### Signal wires on met3

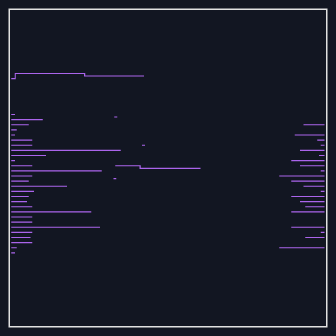
### Cell placement

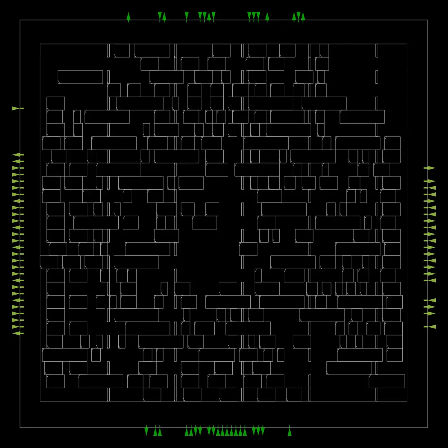
### Nets reached from selected ports

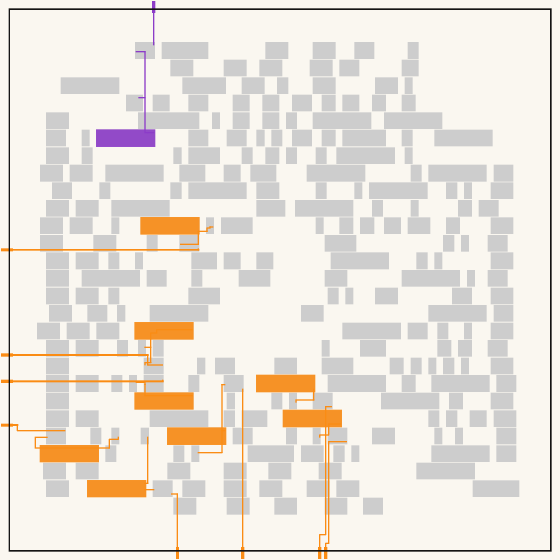
### Register map, names as in the netlist

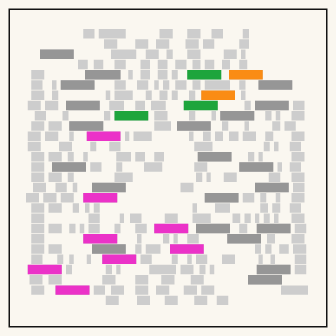
### Routed metal per tile

The die is cut into 17 by 17 equal tiles; black is low, pale yellow is high, scaled to the fullest tile. Values are wire area over tile area, all layers added.
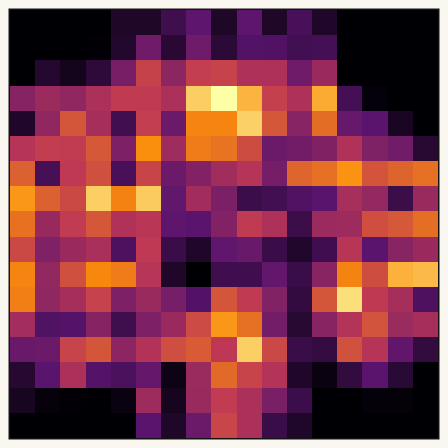
`config.mk`:
```
export PLATFORM = sky130hd
export DESIGN_NAME = alu_arbiter_flat
export DESIGN_NICKNAME = d
export VERILOG_FILES = /design/src/rtl/alu_arbiter_if.sv /design/src/rtl/alu_arbiter.sv /design/src/flat_wrapper.sv
export SDC_FILE = /design/constraint.sdc
export NUM_CORES = 1
export LEC_CHECK = 0
export CELL_PAD_IN_SITES_DETAIL_PLACEMENT = 1
export CELL_PAD_IN_SITES_GLOBAL_PLACEMENT = 1
export CORE_MARGIN = 4
export CORE_UTILIZATION = 28
export DETAILED_ROUTE_END_ITERATION = 10
export GPL_ROUTABILITY_DRIVEN = 1
export GPL_TIMING_DRIVEN = 0
export PLACE_DENSITY = 0.81
export SYNTH_ARGS = -nofsm -noshare
export SYNTH_HDL_FRONTEND = slang
export SYNTH_SLANG_ARGS = --single-unit
```
`constraint.sdc`:
```
create_clock -name clk -period 1.8 [get_ports clk]
set_input_delay 0.18 -clock clk [delete_from_list [all_inputs] [get_ports clk]]
set_output_delay 0.18 -clock clk [all_outputs]
set_load 0.1 [all_outputs]
```
`src/rtl/alu_arbiter_if.sv`:
```
// Bundle of the two requester ports, the shared ALU port and the response port.
// master: arbiter side (drives readies, alu_*, rsp_*); slave: environment side.
interface alu_arbiter_if;
   logic       req0_valid;
   logic [2:0] req0_op;
   logic [7:0] req0_a;
   logic [7:0] req0_b;
   logic       req0_ready;
   logic       req1_valid;
   logic [2:0] req1_op;
   logic [7:0] req1_a;
   logic [7:0] req1_b;
   logic       req1_ready;
   logic [2:0] alu_control;
   logic [7:0] alu_src_a;
   logic [7:0] alu_src_b;
   logic [7:0] alu_result;
   logic       alu_zero;
   logic       rsp_valid;
   logic       rsp_ready;
   logic       rsp_id;
   logic [7:0] rsp_result;
   logic       rsp_zero;
   logic       rsp_err;

   modport master (
      input  req0_valid, req0_op, req0_a, req0_b,
      output req0_ready,
      input  req1_valid, req1_op, req1_a, req1_b,
      output req1_ready,
      output alu_control, alu_src_a, alu_src_b,
      input  alu_result, alu_zero,
      output rsp_valid, rsp_id, rsp_result, rsp_zero, rsp_err,
      input  rsp_ready
   );

   modport slave (
      output req0_valid, req0_op, req0_a, req0_b,
      input  req0_ready,
      output req1_valid, req1_op, req1_a, req1_b,
      input  req1_ready,
      input  alu_control, alu_src_a, alu_src_b,
      output alu_result, alu_zero,
      input  rsp_valid, rsp_id, rsp_result, rsp_zero, rsp_err,
      output rsp_ready
   );
endinterface

```
`src/rtl/alu_arbiter.sv`:
```
// Two-requester arbiter in front of a shared combinational 8-bit ALU.
// Ports: clk, rst_n (async active-low), bus (alu_arbiter_if.master).
module alu_arbiter #(
   parameter bit FIXED_PRIORITY = 1'b0
) (
   input logic          clk,
   input logic          rst_n,
   alu_arbiter_if.master bus
);

   localparam logic [1:0] IDLE = 2'd0;
   localparam logic [1:0] EXEC = 2'd1;
   localparam logic [1:0] RESP = 2'd2;

   logic [1:0] state;
   logic       last_grant;
   logic       err_q;
   logic       grant;
   logic       pick1;
   logic [2:0] sel_op;
   logic [7:0] sel_a;
   logic [7:0] sel_b;

   // rst_n gates the grant so readies stay low while reset is held.
   always_comb begin
      grant = rst_n & (state == IDLE)
            & (bus.req0_valid | bus.req1_valid);
      pick1 = bus.req1_valid
            & (~bus.req0_valid | (~FIXED_PRIORITY & ~last_grant));
      sel_op = pick1 ? bus.req1_op : bus.req0_op;
      sel_a  = pick1 ? bus.req1_a  : bus.req0_a;
      sel_b  = pick1 ? bus.req1_b  : bus.req0_b;
      bus.req0_ready = grant & ~pick1;
      bus.req1_ready = grant &  pick1;
      bus.rsp_valid  = (state == RESP);
   end

   always_ff @(posedge clk or negedge rst_n) begin
      if (!rst_n) begin
         state           <= IDLE;
         last_grant      <= 1'b1;
         err_q           <= 1'b0;
         bus.rsp_id      <= 1'b0;
         bus.rsp_result  <= 8'h00;
         bus.rsp_zero    <= 1'b0;
         bus.rsp_err     <= 1'b0;
         bus.alu_control <= 3'd0;
         bus.alu_src_a   <= 8'h00;
         bus.alu_src_b   <= 8'h00;
      end else begin
         unique case (state)
            IDLE: begin
               if (grant) begin
                  state         <= EXEC;
                  last_grant    <= pick1;
                  bus.rsp_id    <= pick1;
                  err_q         <= (sel_op >= 3'd5);
                  // Illegal opcodes leave the ALU opcode untouched.
                  if (sel_op < 3'd5)
                     bus.alu_control <= sel_op;
                  bus.alu_src_a <= sel_a;
                  bus.alu_src_b <= sel_b;
               end
            end
            EXEC: begin
               bus.rsp_result <= err_q ? 8'h00 : bus.alu_result;
               bus.rsp_zero   <= err_q | bus.alu_zero;
               bus.rsp_err    <= err_q;
               state          <= RESP;
            end
            RESP: begin
               if (bus.rsp_ready)
                  state <= IDLE;
            end
            default: state <= IDLE;
         endcase
      end
   end

endmodule

```
`src/flat_wrapper.sv`:
```
// flat-port wrapper written by rule: the top's interface ports become plain ports
module alu_arbiter_flat 
#(
   parameter bit FIXED_PRIORITY = 1'b0
)
  (clk, rst_n, bus_req0_valid, bus_req0_op, bus_req0_a, bus_req0_b, bus_req0_ready, bus_req1_valid, bus_req1_op, bus_req1_a, bus_req1_b, bus_req1_ready, bus_alu_control, bus_alu_src_a, bus_alu_src_b, bus_alu_result, bus_alu_zero, bus_rsp_valid, bus_rsp_id, bus_rsp_result, bus_rsp_zero, bus_rsp_err, bus_rsp_ready);
  alu_arbiter_if bus_i ();
  input logic clk;
  input logic rst_n;
  input wire logic [$bits(bus_i.req0_valid)-1:0] bus_req0_valid;
  input wire logic [$bits(bus_i.req0_op)-1:0] bus_req0_op;
  input wire logic [$bits(bus_i.req0_a)-1:0] bus_req0_a;
  input wire logic [$bits(bus_i.req0_b)-1:0] bus_req0_b;
  output wire logic [$bits(bus_i.req0_ready)-1:0] bus_req0_ready;
  input wire logic [$bits(bus_i.req1_valid)-1:0] bus_req1_valid;
  input wire logic [$bits(bus_i.req1_op)-1:0] bus_req1_op;
  input wire logic [$bits(bus_i.req1_a)-1:0] bus_req1_a;
  input wire logic [$bits(bus_i.req1_b)-1:0] bus_req1_b;
  output wire logic [$bits(bus_i.req1_ready)-1:0] bus_req1_ready;
  output wire logic [$bits(bus_i.alu_control)-1:0] bus_alu_control;
  output wire logic [$bits(bus_i.alu_src_a)-1:0] bus_alu_src_a;
  output wire logic [$bits(bus_i.alu_src_b)-1:0] bus_alu_src_b;
  input wire logic [$bits(bus_i.alu_result)-1:0] bus_alu_result;
  input wire logic [$bits(bus_i.alu_zero)-1:0] bus_alu_zero;
  output wire logic [$bits(bus_i.rsp_valid)-1:0] bus_rsp_valid;
  output wire logic [$bits(bus_i.rsp_id)-1:0] bus_rsp_id;
  output wire logic [$bits(bus_i.rsp_result)-1:0] bus_rsp_result;
  output wire logic [$bits(bus_i.rsp_zero)-1:0] bus_rsp_zero;
  output wire logic [$bits(bus_i.rsp_err)-1:0] bus_rsp_err;
  input wire logic [$bits(bus_i.rsp_ready)-1:0] bus_rsp_ready;
  assign bus_i.req0_valid = bus_req0_valid;
  assign bus_i.req0_op = bus_req0_op;
  assign bus_i.req0_a = bus_req0_a;
  assign bus_i.req0_b = bus_req0_b;
  assign bus_req0_ready = bus_i.req0_ready;
  assign bus_i.req1_valid = bus_req1_valid;
  assign bus_i.req1_op = bus_req1_op;
  assign bus_i.req1_a = bus_req1_a;
  assign bus_i.req1_b = bus_req1_b;
  assign bus_req1_ready = bus_i.req1_ready;
  assign bus_alu_control = bus_i.alu_control;
  assign bus_alu_src_a = bus_i.alu_src_a;
  assign bus_alu_src_b = bus_i.alu_src_b;
  assign bus_i.alu_result = bus_alu_result;
  assign bus_i.alu_zero = bus_alu_zero;
  assign bus_rsp_valid = bus_i.rsp_valid;
  assign bus_rsp_id = bus_i.rsp_id;
  assign bus_rsp_result = bus_i.rsp_result;
  assign bus_rsp_zero = bus_i.rsp_zero;
  assign bus_rsp_err = bus_i.rsp_err;
  assign bus_i.rsp_ready = bus_rsp_ready;
  alu_arbiter #(.FIXED_PRIORITY(FIXED_PRIORITY)) u_core (.clk(clk), .rst_n(rst_n), .bus(bus_i));
endmodule
```
==> impl_metrics.yaml <==
# implementation run metrics
outcome:
  status: "completed"
final_timing:
  setup_tns_ps: 0
  fmax_ghz: 0.570
  drv_slew: 0
  skew_ps: 2.67
  period_needed_ps: 1750
  fin_ws_ps: 46.6
  max-slew-margin-rel_pct: 34.6
  finalSetupViolCount: 0
  finalCritPeriodShare_pct: 97.4
  rsz0062_at_grt: "yes"
  hold_viol: 0
  tightest_slew_ps: 985
setup_path:
  path_class: "flip-flop to output pin"
  cp.required_ps: 1620
  critPathArrivalTime_ps: 1570
  cpPeakStageDelay_ps: 420
  cp_slowest_cell: "dfrtp_1"
  crit_chain: "nor3b_4, o21ai_2, buf_6, nor2_4, buf_12"
  critPathBufInv: 2
  critical_path.startpoint_type: "flip-flop"
  worstSetupEndpointType: "output pin"
  cp_max_fo: 12
  cp_top_family: "flip-flops"
worst_hold_path:
  hp-class: "input pin to flip-flop"
synth:
  yosysMostFrequentCell: "dfrtp_1"
  syn_area_sq_mm: 0.00161
  synthTopLogicFamily: "AND-OR/OR-AND gates"
  synth_top_area_share_pct: 51.3
  async_reset_ff_share_pct: 100
  ys_seq_share_pct: 53.0
  yosysChipArea_sq_mm: 0.00161
  topCellsByArea: "dfrtp_1 (51%), mux2i_1 (11%), nand2_1 (5.8%), o21ai_0 (4.4%), nand2b_1 (3.9%)"
  synth_cells: 154
  ys_sh_simple_pct: 14.3
  synth_cell_type_count: 31
  synthesis.nets: 206
  common_cells: "dfrtp_1 (33), nand2_1 (25), mux2i_1 (17)"
  top_area_cell: "dfrtp_1"
  ys_sh_xor_pct: 0
  yosys_warnings: 0
  ys.flops: 34
  ff_type: "dfrtp_1"
  aoi_share_pct: 16.3
  synth.area.mux_share_pct: 12.0
  ys_cells: 154
  edf_count: 0
  synth.avg_cell_area_sq_um: 10.4
  adder_share_pct: 0
route:
  viasPerCell: 4.50
  initialDrtViolationCount: 28
  postRouteAntennaNets: 0
  drc: 0
  dr.pass1.iters: 2
clock_tree:
  post_cts_buffers: 1
  clk_pin_slew_ps: 70
  cts.repair.resized: 52
  cts_hold_buf: 2
  cts-buffers-inserted: 5
  cts_tree: "built"
  clock_latency_ps: 280
  cts_max_level: 2
  cts_root_buf: "clkbuf_8"
  clockBufferDepth: 2
  cts.sinks: 34
grt:
  grt_max_degree: 34
  antenna_found_initial: 0
  grt_pass1_wl_microns: 7810
  grt_pass1_vias: 1589
  grt-ovfl-total: 0
place:
  placed_cells: 310
  gp_congestion: 0.735
  placed_area_sq_mm: 0.00254
  dpl.hpwl_microns: 3510
  pre_cts_ws_ps: -1360
final_layout:
  fin_nets: 303
  final_common_cell: "clkdlybuf4s50_1"
  mostFrequentLayoutCells: "clkdlybuf4s50_1 (50), dfrtp_1 (33), dlygate4sd2_1 (30)"
  syn_to_final_growth_pct: 66.1
  nFillCells: 655
  stdcell_area_sq_mm: 0.00267
  diodes: 0
  drive_gt1_share_pct: 13.1
flow_run:
  cap_violations: 0
  warning_count: 28
floorplanning:
  core_sq_mm: 0.00554
  dieWidth_microns: 83.8
  fp.dieH_microns: 83.8
  fp_util_pct: 29.0
  std_cell_rows: 27
  dieArea_sq_mm: 0.00702
-- 'Signal wires on met3' (at the start) --
main direction: horizontal
nets with wire on the layer: 51
longest straight run: 28.8 microns
share of all routed wire: 8.2%
wire length on this layer: 387 microns
grt met3 use: 4.84%
Routed WL: 4720 microns
vias: 1459

-- 'Cell placement' (at the start) --
number of non-filler instances in the completed layout: 324
fin util: 48.2%

-- 'Nets reached from selected ports' (at the start) --
legend:
  `bus_rsp_id`:
    color: purple
    bits: 1
    direction: output
    edge: top
    end_cells: 1
    buffers: 1
    wire: 21.5 microns
  `bus_alu_src_a`:
    color: orange
    bits: 8
    direction: output
    edge: 4 bottom, 4 left
    end_cells: 8
    buffers: 8
    wire: 248 microns
# IOs: 85
IO Port Bufs: 84

-- 'Register map, names as in the netlist' (at the start) --
legend:
  `u_core.bus.alu_src_a`:
    color: magenta
    sequential_cells: 8
  `u_core.bus.alu_control`:
    color: green
    sequential_cells: 3
  `u_core.state`:
    color: orange
    sequential_cells: 2
not colored: 21
FF+latch area: 852 sq um
Seq/total area: 31.9%

-- 'Routed metal per tile' (at the start) --
tiles over half the peak: 28%
fullest tile: 0.32
mean over tiles: 0.11
gr usage total: 13.7%
wire per inst: 14.6 microns

==> path summary, 6_finish.rpt <==
kind                                            end                     start  slack (ps)  depth (start not counted)
setup / recovery                     bus_req0_ready           u_core.state[0]          50                          5
hold / removal                      u_core.state[0]                     rst_n         400                          4
setup reg to reg                  u_core.bus.rsp_id           u_core.state[0]         360                          5
hold reg to reg            u_core.bus.rsp_result[1]  u_core.bus.rsp_result[1]         480                          2
max in group asynchronous   u_core.bus.alu_src_b[7]                     rst_n        1010                          3
min in group asynchronous         u_core.last_grant                     rst_n         580                          2
==> state kept, by name, indices dropped and copies added, names as in the netlist <==
name and flops:
u_core.bus.rsp_result 8, u_core.bus.alu_control 3, u_core.state 2, u_core.bus.rsp_id 1, u_core.bus.alu_src_a 8, u_core.bus.rsp_zero 1, u_core.bus.alu_src_b 8, u_core.err_q 1
u_core.last_grant 1, u_core.bus.rsp_err 1
==> through the flow <==
stage	hold WS, ps
2_1_floorplan	-116
3_3_place_gp	462
3_5_place_dp	309
4_1_cts	415
5_1_grt	412
6_report	400
==> layout make-up <==
type	count	area, sq um	share of cell area (%)
Timing Repair Buffer	91	883	33.1
Sequential cell	34	852	31.9
Multi-Input combinational cell	109	696	26.0
Tap cell	72	90.1	3.37
Clock buffer	7	86.3	3.23
Buffer	8	52.6	1.97
Inverter	2	7.51	0.281
Clock inverter	1	5.00	0.187
==> layer usage <==
layer  GRT usage (%)  wire length, microns  vias up  part of all wire [%]
li1                -                     -      724                     -
met1            16.4                  1970      676                    42
met2            23.4                  2330       54                    49
met3            4.84                   387        5                   8.2
met4            3.51                    34        0                  0.72
met5               0                     0        -                     0
